## src/rtl/barrett_pkg.sv

```systemverilog
// Shared definitions for the Barrett parameter generator and reducer.
// Holds default widths, the generator state encoding and a count-width helper.
package barrett_pkg;

   localparam int MOD_W_DEF = 32;
   localparam int WIDTH_DEF = 64;

   typedef enum logic [1:0] {IDLE, NORM, DIV, DONE} mu_state_e;

   // Wide enough to hold 2k for the largest k.
   function automatic int cnt_w(input int mw);
      return $clog2(2 * mw + 1);
   endfunction

   localparam int CW = cnt_w(MOD_W_DEF);

endpackage

```

## src/rtl/barrett_mu_gen_msb_index.sv

```systemverilog
// Combinational priority encoder returning the index of the highest set bit.
// zero_o flags an all-zero input; idx_o is 0 in that case.
module msb_index #(
   parameter  int W  = 32,
   localparam int IW = (W > 1) ? $clog2(W) : 1
) (
   input  logic [W-1:0]  in_i,
   output logic [IW-1:0] idx_o,
   output logic          zero_o
);

   always_comb begin
      idx_o  = '0;
      zero_o = ~|in_i;
      for (int b = 0; b < W; b++) begin
         if (in_i[b]) idx_o = IW'(b);
      end
   end

endmodule

```

## src/rtl/barrett_mu_gen.sv

```systemverilog
// Computes bit length k and mu = floor(2^(2k)/m) for a runtime modulus,
// one restoring-division step per cycle, results held until the next run.
//
// state | meaning
// IDLE  | waiting for start_i; modulus captured on accept
// NORM  | find k from the MSB of m; clear r/q, load counter with 2k
// DIV   | one quotient bit per cycle, 2k+1 cycles; outputs load on exit
// DONE  | valid_o (and err_o for m == 0) pulse for one cycle
module barrett_mu_gen
   import barrett_pkg::*;
#(
   parameter  int MOD_W = MOD_W_DEF,
   parameter  int WIDTH = WIDTH_DEF,
   localparam int KW    = $clog2(MOD_W + 1)
) (
   input  logic             clk_i,
   input  logic             rst_i,
   input  logic             start_i,
   input  logic [MOD_W-1:0] m_i,
   output logic             busy_o,
   output logic             valid_o,
   output logic             err_o,
   output logic [KW-1:0]    k_o,
   output logic [WIDTH-1:0] m_o,
   output logic [WIDTH-1:0] mu_o
);

   localparam int CWL = cnt_w(MOD_W);
   localparam int IW  = (MOD_W > 1) ? $clog2(MOD_W) : 1;

   mu_state_e        r_state;
   mu_state_e        w_state_nxt;

   logic [MOD_W-1:0] r_m;
   logic [KW-1:0]    r_k;
   logic             r_err;
   logic [MOD_W:0]   r_r;
   logic [MOD_W:0]   r_q;
   logic [CWL-1:0]   r_i;
   logic [KW-1:0]    r_k_o;
   logic [MOD_W-1:0] r_m_o;
   logic [MOD_W+1:0] r_mu_o;

   logic [IW-1:0]    w_idx;
   logic             w_zero;
   logic [KW-1:0]    w_k;
   logic [CWL-1:0]   w_two_k_norm;
   logic [CWL-1:0]   w_two_k;
   logic             w_b;
   logic [MOD_W+1:0] w_t;
   logic             w_ge;
   logic [MOD_W:0]   w_diff;
   logic [MOD_W+1:0] w_q_nxt;

   msb_index #(.W(MOD_W)) u_msb (
      .in_i   (r_m),
      .idx_o  (w_idx),
      .zero_o (w_zero)
   );

   assign w_k          = w_zero ? '0 : KW'(w_idx) + KW'(1);
   assign w_two_k_norm = CWL'({w_k, 1'b0});
   assign w_two_k      = CWL'({r_k, 1'b0});

   // Dividend 2^(2k) has a single 1 at the first bit fed in.
   assign w_b     = (r_i == w_two_k);
   assign w_t     = {r_r, w_b};
   assign w_ge    = (w_t >= {2'b00, r_m});
   assign w_diff  = w_t[MOD_W:0] - {1'b0, r_m};
   assign w_q_nxt = {r_q, w_ge};

   always_ff @(posedge clk_i) begin
      if (rst_i) r_state <= IDLE;
      else       r_state <= w_state_nxt;
   end

   always_comb begin
      w_state_nxt = r_state;
      case (r_state)
         IDLE: if (start_i) w_state_nxt = NORM;
         NORM: w_state_nxt = DIV;
         DIV:  if (r_i == '0) w_state_nxt = DONE;
         DONE: w_state_nxt = IDLE;
      endcase
   end

   always_ff @(posedge clk_i) begin
      if (rst_i) begin
         r_m    <= '0;
         r_k    <= '0;
         r_err  <= 1'b0;
         r_r    <= '0;
         r_q    <= '0;
         r_i    <= '0;
         r_k_o  <= '0;
         r_m_o  <= '0;
         r_mu_o <= '0;
      end else begin
         case (r_state)
            IDLE: if (start_i) r_m <= m_i;
            NORM: begin
               // m == 0 runs a single dummy step (k = 0) and reports err.
               r_k   <= w_k;
               r_err <= w_zero;
               r_r   <= '0;
               r_q   <= '0;
               r_i   <= w_two_k_norm;
            end
            DIV: begin
               r_r <= w_ge ? w_diff : w_t[MOD_W:0];
               r_q <= w_q_nxt[MOD_W:0];
               if (r_i == '0) begin
                  r_k_o  <= r_k;
                  r_m_o  <= r_m;
                  r_mu_o <= r_err ? '0 : w_q_nxt;
               end else begin
                  r_i <= r_i - CWL'(1);
               end
            end
            DONE: ;
         endcase
      end
   end

   assign busy_o  = (r_state != IDLE);
   assign valid_o = (r_state == DONE);
   assign err_o   = valid_o & r_err;
   assign k_o     = r_k_o;
   assign m_o     = WIDTH'(r_m_o);
   assign mu_o    = WIDTH'(r_mu_o);

endmodule
```

## config.mk

```make
export PLATFORM = sky130hd
export DESIGN_NAME = barrett_mu_gen
export DESIGN_NICKNAME = d
export VERILOG_FILES = /design/src/rtl/barrett_pkg.sv /design/src/rtl/barrett_mu_gen_msb_index.sv /design/src/rtl/barrett_mu_gen.sv
export SDC_FILE = /design/constraint.sdc
export NUM_CORES = 1
export LEC_CHECK = 0
export ABC_AREA = 1
export CAP_MARGIN = 25
export CORE_UTILIZATION = 53
export CTS_CLUSTER_SIZE = 20
export DETAILED_ROUTE_END_ITERATION = 10
export HOLD_SLACK_MARGIN = 0.06
export PLACE_DENSITY = 0.81
export SLEW_MARGIN = 5
export SYNTH_ARGS = -nofsm -noshare
export SYNTH_HDL_FRONTEND = slang
export SYNTH_SLANG_ARGS = --single-unit
```

## constraint.sdc

```tcl
create_clock -name clk_i -period 3.73 [get_ports clk_i]
set_input_delay 0.5595 -clock clk_i [delete_from_list [all_inputs] [get_ports clk_i]]
set_output_delay 0.5595 -clock clk_i [all_outputs]
set_load 0.005 [all_outputs]
```

==> results_dict.tcl <==
# place-and-route summary
set metrics [dict create \
    status "complete, no violations" \
    num_rows 48 \
    seq_share 0.335 \
    power.largest_group "combinational logic" \
    core_sq_mm 0.0172 \
    tritoncts "yes" \
    area_leaders "sky130_fd_sc_hd__dfxtp_1, sky130_fd_sc_hd__a21oi_1, sky130_fd_sc_hd__nand2_1, sky130_fd_sc_hd__ha_1, sky130_fd_sc_hd__o21ai_0" \
    comb_area_sq_mm 0.00485 \
    hold_start "r_mu_o[30]" \
    yosys_instances 1273 \
    synth_area_per_cell_sq_um 7.34 \
    layout_top_cell_excl_fill_tap "sky130_fd_sc_hd__nand2_1" \
    boundaryPins 172 \
    gr-usage-met2 0.408 \
    power.share.combinational 0.416 \
    area_growth_pct 19.2 \
    grt_usage 0.252 \
    synthArstFlopShare 0 \
    die_w_um 135 \
    clock_area_frac 0.0549 \
    antenna_found_initial 0 \
    dp.final_hpwl_mm 15.5 \
    seq-power_mw 2.43 \
    wl_met2_mm 10.5 \
    post_cts_hold_buffer_count 0 \
    switching_share 0.416 \
    critical_path_peak_fanout 9 \
    cts_buffers 17 \
    grt_use_met3 0.0417 \
    timing.critical_path.slowest_stage_cell "sky130_fd_sc_hd__fa_2" \
    finalWirelength_mm 22.9 \
    wl_met1_mm 10.7 \
    cp.required_ns 4.03 \
    worst_pin_slew_ns 0.871 \
    synthSimpleGateAreaFrac 0.173 \
    worst-endpoint-arrival_ns 3.88 \
    cell_count_after_synthesis 1273 \
    critPathLaunchType "flop" \
    maxCapViolations 0 \
    number_of_tap_cells_added_at_floorplan 225 \
    clkTransAtPathRegs_ns 0.08 \
    design.seq.count 186 \
    clockRootBuffer "sky130_fd_sc_hd__clkbuf_16" \
    pwr_dens_mw_per_mm2 656 \
    power.clock.fraction 0.251 \
    chip_area_sq_mm 0.0182 \
    total_switching_power_mw 3.04 \
    final-nonclk-buf-share 0.117 \
    worst_hold_path.num_cells 2 \
    dr.first_iter.drc_count 656 \
    drc 0 \
    grt_pass1_wl_mm 37.1 \
    mostFrequentLayoutCells "sky130_fd_sc_hd__nand2_1, sky130_fd_sc_hd__a21oi_1, sky130_fd_sc_hd__dfxtp_1" \
    synth.comb.largest_family "AND-OR/OR-AND gates" \
    cts_num_sinks 186 \
    warning_count 30 \
    fin_setup_tns_ns 0 \
    postSynthSeqShare 0.399 \
    synth-xor-area-share 0.0281 \
    yosysMostFrequentCell "sky130_fd_sc_hd__nand2_1" \
    clock_buffer_count 17 \
    clock_buffer_depth 2 \
    yosys_warnings 0 \
]
Cell classes on the final placement:
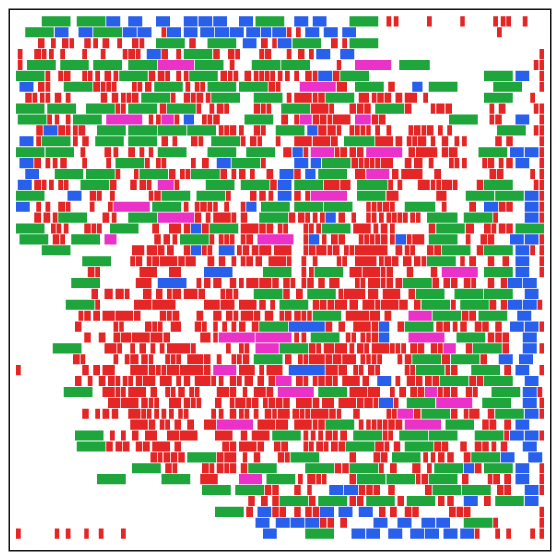
- remaining buffers and delay cells: blue (cells 129; share of their area 12%)
- clock drivers and dummy loads: magenta (cells 32; share of their area 5.6%)
- combinational and other logic: red (cells 1026; share of their area 48%)
- sequential cells: green (cells 186; share of their area 34%)

Clock wires, drivers and flops:
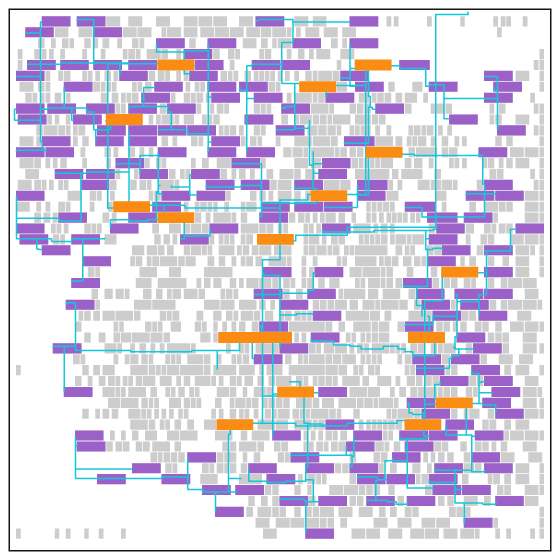
- clock drivers: orange (count 17)
- clock wires: cyan (length 2120 um)
- flip-flops: purple (count 186)
- routed clock nets: 18
- flops lie: all over the die

Where the registers sit:
Bar = 50 um. Other sequential cells in the stronger gray, the rest of the logic in the fainter gray.
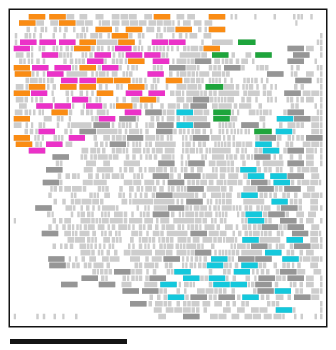
- r_mu_o: orange (placed flops 34)
- r_i: green (placed flops 7)
- r_q: magenta (placed flops 33)
- r_m: cyan (placed flops 32)
- not colored: 80

Cells by drive strength:
Bar = 50 um.
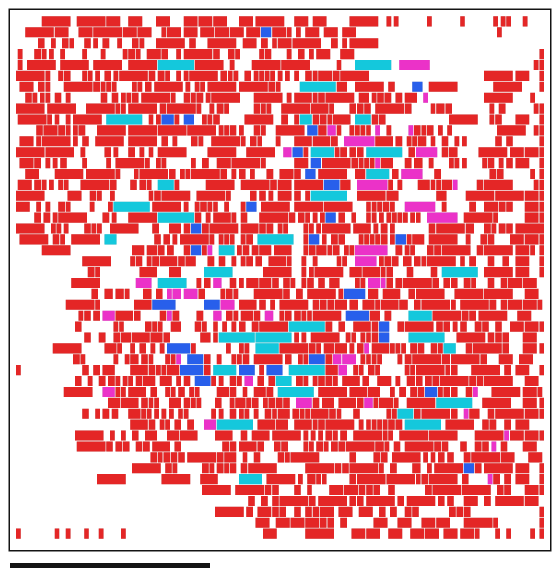
- _6 and larger: cyan (cells 35; share 2.5%)
- _3 and _4 cells: blue (cells 30; share 2.2%)
- _2 cells: magenta (cells 44; share 3.2%)
- _0 and _1 cells: red (cells 1264; share 92%)

